final_placement.png
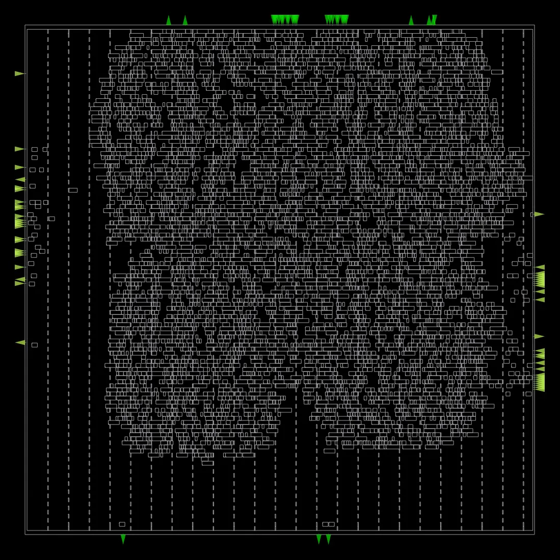
clock_map.png
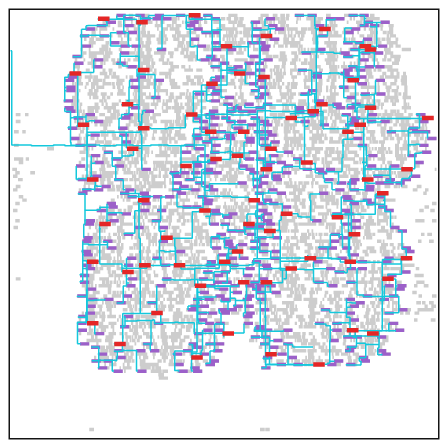
==> src/rtl/clock_divider_bank_if.sv <==
// Signal bundle for clock_divider_bank: per-channel enables, shadow-load port, divided outputs.
interface clock_divider_bank_if #(
   parameter int CHANNELS = 4,
   parameter int WIDTH    = 28
);
   localparam int SELW = (CHANNELS > 1) ? $clog2(CHANNELS) : 1;

   logic [CHANNELS-1:0] Enable;
   logic                LoadStrobe;
   logic [SELW-1:0]     LoadChannel;
   logic [WIDTH-1:0]    LoadDivisor;
   logic [WIDTH-1:0]    LoadHigh;
   logic [CHANNELS-1:0] ClockOut;
   logic [CHANNELS-1:0] Tick;
   logic [CHANNELS-1:0] Pending;
   logic                LoadError;

   modport master (
      output Enable, LoadStrobe, LoadChannel, LoadDivisor, LoadHigh,
      input  ClockOut, Tick, Pending, LoadError
   );

   modport slave (
      input  Enable, LoadStrobe, LoadChannel, LoadDivisor, LoadHigh,
      output ClockOut, Tick, Pending, LoadError
   );
endinterface

==> src/rtl/clock_divider_bank.sv <==
// Bank of independent programmable clock dividers; shadow settings are swapped in only at a
// period boundary (or while disabled) so no runt or stretched phase ever reaches ClockOut.
module clock_divider_bank #(
   parameter int CHANNELS        = 4,
   parameter int WIDTH           = 28,
   parameter int DEFAULT_DIVISOR = 2
) (
   input logic                 ClockIn,
   input logic                 Reset,
   clock_divider_bank_if.slave bus
);
   localparam int SELW = (CHANNELS > 1) ? $clog2(CHANNELS) : 1;
   localparam logic [WIDTH-1:0] DefDivisor = WIDTH'(DEFAULT_DIVISOR);
   localparam logic [WIDTH-1:0] DefHigh    = WIDTH'(DEFAULT_DIVISOR - DEFAULT_DIVISOR / 2);

   logic [WIDTH-1:0] count       [CHANNELS];
   logic [WIDTH-1:0] countNext   [CHANNELS];
   logic [WIDTH-1:0] divisor     [CHANNELS];
   logic [WIDTH-1:0] divisorNext [CHANNELS];
   logic [WIDTH-1:0] high        [CHANNELS];
   logic [WIDTH-1:0] highNext    [CHANNELS];
   logic [WIDTH-1:0] shadowD     [CHANNELS];
   logic [WIDTH-1:0] shadowDNext [CHANNELS];
   logic [WIDTH-1:0] shadowH     [CHANNELS];
   logic [WIDTH-1:0] shadowHNext [CHANNELS];

   logic [CHANNELS-1:0] running, runningNext;
   logic [CHANNELS-1:0] pending, pendingNext;
   logic [CHANNELS-1:0] atBoundary, applyShadow;
   logic [CHANNELS-1:0] clockReg, clockNext;
   logic [CHANNELS-1:0] tickReg, tickNext;
   logic                loadErrReg, loadErrNext;
   logic [WIDTH-1:0]    writeDivisor, writeHigh;
   logic                writeValid;

   // Sanitise on write so the active pair always satisfies 1 <= D and H <= D.
   always_comb begin
      writeDivisor = (bus.LoadDivisor == '0) ? WIDTH'(1) : bus.LoadDivisor;
      writeHigh    = (bus.LoadHigh > writeDivisor) ? writeDivisor : bus.LoadHigh;
      writeValid   = bus.LoadStrobe && (32'(bus.LoadChannel) < CHANNELS);
      loadErrNext  = bus.LoadStrobe && !writeValid;
   end

   always_comb begin
      atBoundary  = '0;
      applyShadow = '0;
      runningNext = bus.Enable;
      pendingNext = pending;
      clockNext   = '0;
      tickNext    = '0;
      for (int i = 0; i < CHANNELS; i++) begin
         countNext[i]   = '0;
         divisorNext[i] = divisor[i];
         highNext[i]    = high[i];
         shadowDNext[i] = shadowD[i];
         shadowHNext[i] = shadowH[i];

         atBoundary[i] = running[i] && (count[i] == divisor[i] - WIDTH'(1));
         if (!bus.Enable[i] || atBoundary[i]) begin
            applyShadow[i] = pending[i];
         end else if (running[i]) begin
            countNext[i] = count[i] + WIDTH'(1);
         end

         if (applyShadow[i]) begin
            divisorNext[i] = shadowD[i];
            highNext[i]    = shadowH[i];
            pendingNext[i] = 1'b0;
         end

         // A write in the same cycle as an apply lands in the shadow after the old value moved out.
         if (writeValid && (bus.LoadChannel == SELW'(i))) begin
            shadowDNext[i] = writeDivisor;
            shadowHNext[i] = writeHigh;
            pendingNext[i] = 1'b1;
         end

         clockNext[i] = runningNext[i] && (countNext[i] >= divisorNext[i] - highNext[i]);
         tickNext[i]  = runningNext[i] && (countNext[i] == divisorNext[i] - WIDTH'(1));
      end
   end

   always_ff @(posedge ClockIn) begin
      if (Reset) begin
         for (int i = 0; i < CHANNELS; i++) begin
            count[i]   <= '0;
            divisor[i] <= DefDivisor;
            high[i]    <= DefHigh;
            shadowD[i] <= DefDivisor;
            shadowH[i] <= DefHigh;
         end
         running    <= '0;
         pending    <= '0;
         clockReg   <= '0;
         tickReg    <= '0;
         loadErrReg <= 1'b0;
      end else begin
         for (int i = 0; i < CHANNELS; i++) begin
            count[i]   <= countNext[i];
            divisor[i] <= divisorNext[i];
            high[i]    <= highNext[i];
            shadowD[i] <= shadowDNext[i];
            shadowH[i] <= shadowHNext[i];
         end
         running    <= runningNext;
         pending    <= pendingNext;
         clockReg   <= clockNext;
         tickReg    <= tickNext;
         loadErrReg <= loadErrNext;
      end
   end

   assign bus.ClockOut  = clockReg;
   assign bus.Tick      = tickReg;
   assign bus.Pending   = pending;
   assign bus.LoadError = loadErrReg;

endmodule

==> src/flat_wrapper.sv <==
// flat-port wrapper written by rule: the top's interface ports become plain ports
module clock_divider_bank_flat 
#(
   parameter int CHANNELS        = 4,
   parameter int WIDTH           = 28,
   parameter int DEFAULT_DIVISOR = 2
)
  (ClockIn, Reset, bus_Enable, bus_LoadStrobe, bus_LoadChannel, bus_LoadDivisor, bus_LoadHigh, bus_ClockOut, bus_Tick, bus_Pending, bus_LoadError);
  clock_divider_bank_if #(.CHANNELS(CHANNELS), .WIDTH(WIDTH)) bus_i ();
  input logic ClockIn;
  input logic Reset;
  input wire logic [$bits(bus_i.Enable)-1:0] bus_Enable;
  input wire logic [$bits(bus_i.LoadStrobe)-1:0] bus_LoadStrobe;
  input wire logic [$bits(bus_i.LoadChannel)-1:0] bus_LoadChannel;
  input wire logic [$bits(bus_i.LoadDivisor)-1:0] bus_LoadDivisor;
  input wire logic [$bits(bus_i.LoadHigh)-1:0] bus_LoadHigh;
  output wire logic [$bits(bus_i.ClockOut)-1:0] bus_ClockOut;
  output wire logic [$bits(bus_i.Tick)-1:0] bus_Tick;
  output wire logic [$bits(bus_i.Pending)-1:0] bus_Pending;
  output wire logic [$bits(bus_i.LoadError)-1:0] bus_LoadError;
  assign bus_i.Enable = bus_Enable;
  assign bus_i.LoadStrobe = bus_LoadStrobe;
  assign bus_i.LoadChannel = bus_LoadChannel;
  assign bus_i.LoadDivisor = bus_LoadDivisor;
  assign bus_i.LoadHigh = bus_LoadHigh;
  assign bus_ClockOut = bus_i.ClockOut;
  assign bus_Tick = bus_i.Tick;
  assign bus_Pending = bus_i.Pending;
  assign bus_LoadError = bus_i.LoadError;
  clock_divider_bank #(.CHANNELS(CHANNELS), .WIDTH(WIDTH), .DEFAULT_DIVISOR(DEFAULT_DIVISOR)) u_core (.ClockIn(ClockIn), .Reset(Reset), .bus(bus_i));
endmodule
==> config.mk <==
export PLATFORM = sky130hd
export DESIGN_NAME = clock_divider_bank_flat
export DESIGN_NICKNAME = d
export VERILOG_FILES = /design/src/rtl/clock_divider_bank_if.sv /design/src/rtl/clock_divider_bank.sv /design/src/flat_wrapper.sv
export SDC_FILE = /design/constraint.sdc
export NUM_CORES = 2
export LEC_CHECK = 0
export ABC_CLOCK_PERIOD_IN_PS = 10070
export CAP_MARGIN = 20
export CORE_UTILIZATION = 34
export CTS_CLUSTER_SIZE = 24
export DETAILED_ROUTE_END_ITERATION = 12
export SLEW_MARGIN = 5
export SYNTH_ARGS = -nofsm -noshare
export SYNTH_HDL_FRONTEND = slang
export SYNTH_SLANG_ARGS = --single-unit
export TNS_END_PERCENT = 20
==> constraint.sdc <==
create_clock -name ClockIn -period 10.07 [get_ports ClockIn]
set_clock_uncertainty 0.1 [all_clocks]
set_input_delay 1.007 -clock ClockIn [delete_from_list [all_inputs] [get_ports ClockIn]]
set_output_delay 1.007 -clock ClockIn [all_outputs]
set_load 0.05 [all_outputs]
==> impl_metrics.ini <==
; implementation run metrics
[clock_tree]
cts.path.max_buffers = 3
path_clk_slew_ns = 0.06
post_cts_resized = 0
cts_tree = yes
clk_latency_ns = 0.62
cts_setup_buffers = 0
cts_buffers = 71
clkSinkCount = 576
htreeDepth = 3
cts-root-buf = clkbuf_16

[place]
dp_hpwl_um = 91230
io_buffers = 76
pre_cts_slack_ns = 0.8779
gp_congestion = 0.8984

[setup_path]
cp-start-kind = register
required_ns = 10.48
crit_top_cell = a21oi_1
r2r_slack_ns = 0.81
critPathCaptureType = register
crit_path_max_incr_delay_ns = 0.72
r2r-start = u_core.divisor[0][33]
worstRegToRegCells = 33
r2r_end = u_core.bus.ClockOut[1]
critPathArrivalTime_ns = 9.68
slowest_stage = o41a_2

[floorplanning]
fp_util_pct = 34.42
boundaryPins = 78
die_w_um = 340.2
die_area_um2 = 115700

[routing]
routed_wl_um = 124600
drt_iter0_markers = 2814
wl_per_cell_um = 19.27
via_per_inst = 5.387
ant_nets = 0
num_vias = 34810

[timing]
hold_viol_final = 0
tns_ns = 0
tightest_slew_ns = 1.133
period_needed_ns = 9.265
timing.fmax_ghz = 0.1079
setup_viol = 0
finalWorstSetupSlack_ns = 0.8052
slew_viol_final = 0
relSlewSlack_pct = 24.45
rsz0062_at_grt = false

[logic_synthesis]
ys_top_logic_family = simple AND/OR/NAND/NOR gates
yosys.area_share.aoi_pct = 15.40
synth_flops = 576
synth.top_cell.area_share_pct = 29.66
adder_share_pct = 8.476
synth.yosys.warnings = 0
synth_area_um2 = 38880
top_area_cell = dfxtp_1
syn_nets = 5267
avgSynthCellArea_um2 = 7.853
yosys.area_share.simple_pct = 23.51
most_common_cell = nor2_1
ys_cells = 4951
synthArstFlopShare_pct = 0
edf_count = 0
xor_area_share_pct = 10.87
synth_cell_types = 92
area_leaders = dfxtp_1, ha_1, nor2_1

[job]
maxCapViolations = 0
warnings = 28

[global_route]
grt_use_met3_pct = 3.161
overflow = 0
grt_use_met1_pct = 31.74
grt_pass1_wl_um = 190100
antenna_found_initial = 2
grt_start_max_net_pins = 192
top_usage_layer = met1
grtUsageMet2_pct = 29.50
grt_pass1_vias = 31920

[cells_and_area]
drive_gt1_share_pct = 5.319
area_delta_synth_final_pct = 12.08
layout.cells.most_common = nor2_1
logic_area_um2 = 25570
nNetsFinal = 5226
regArea_um2 = 11530
n_antenna_cell = 0

[pwr]
pwr-share-comb_pct = 12.8
p_total_mw = 5.854
power_density_nw_per_um2 = 134.3
internal-power_mw = 4.283
seq_power_mw = 2.37
p_sw_share_pct = 26.83
p_switching_mw = 1.571
clock_power_share_pct = 46.7
pg_clk_mw = 2.73
power_leader = the clock network
p_comb_mw = 0.752

[worst_hold_path]
hold_path_depth = 2
holdCritPathClass = register to register
min_to = u_core.shadowD[0][109]

[outcome]
status = completed
## Picture notes: final_placement.png
Placeable Area: 113000 um2
num tapcells: 1500
fillers: 11590
final core utilization: 38.58%
row cnt: 123

## Picture notes: clock_map.png
[purple] flip-flops | count: 576
[red] cells driving clock nets | count: 71
[cyan] clock wires | length: 8760 um
flops lie	spread over the die

==> metrics by stage <==
| step | area (um2) | cells | hold WS (ns) |
|---|---|---|---|
| 2_1_floorplan | 38880 | 4951 | 0.3329 |
| 3_3_place_gp | 41090 | 6336 | 0.3426 |
| 3_5_place_dp | 41090 | 6336 | 0.3463 |
| 4_1_cts | 43570 | 6462 | 0.3542 |
| 5_1_grt | 43580 | 6463 | 0.3766 |
| 6_report | 43580 | 6463 | 0.3542 |
==> critical path, delay by kind of cell (launching register included) <==
kind | cells | cell delay (ns)
multiplexers | 1 | 0.48
flip-flops | 1 | 0.39
AND-OR/OR-AND | 20 | 4.92
buffers and inverters | 1 | 0.10
adder cells (fa/ha/maj) | 2 | 0.57
AND/OR/NAND/NOR | 9 | 2.57
==> final cells by class <==
class	instances	area share [%]
multi-input combinational	3890	58.69
sequential	576	26.46
clock buffer	100	4.890
tap	1500	4.307
timing repair buffer	134	2.814
inverter	237	2.041
clock inverter	26	0.8011
==> routing by layer <==
layer,part of all wire [%],routed length [um],up-vias
li1,-,-,17320
met1,50,62170,16310
met2,40,49550,984
met3,6.7,8314,202
met4,3.6,4502,2
met5,0.010,13,-
==> how the worst max path moves through the flow <==
stage                                     start                     end  slack (ns)  cells past startpoint
after global routing      u_core.divisor[0][33]  u_core.bus.ClockOut[1]        0.16                     33
final                     u_core.divisor[0][33]  u_core.bus.ClockOut[1]        0.81                     33
after floorplan           u_core.divisor[0][33]  u_core.bus.ClockOut[1]        0.76                     42
after global placement    u_core.divisor[0][33]  u_core.bus.ClockOut[1]        0.80                     33
after CTS                 u_core.divisor[0][33]  u_core.bus.ClockOut[1]        0.84                     33
after detailed placement  u_core.divisor[0][33]  u_core.bus.ClockOut[1]        0.88                     33
No activity file was given, so power comes from the tool's default toggle rates.
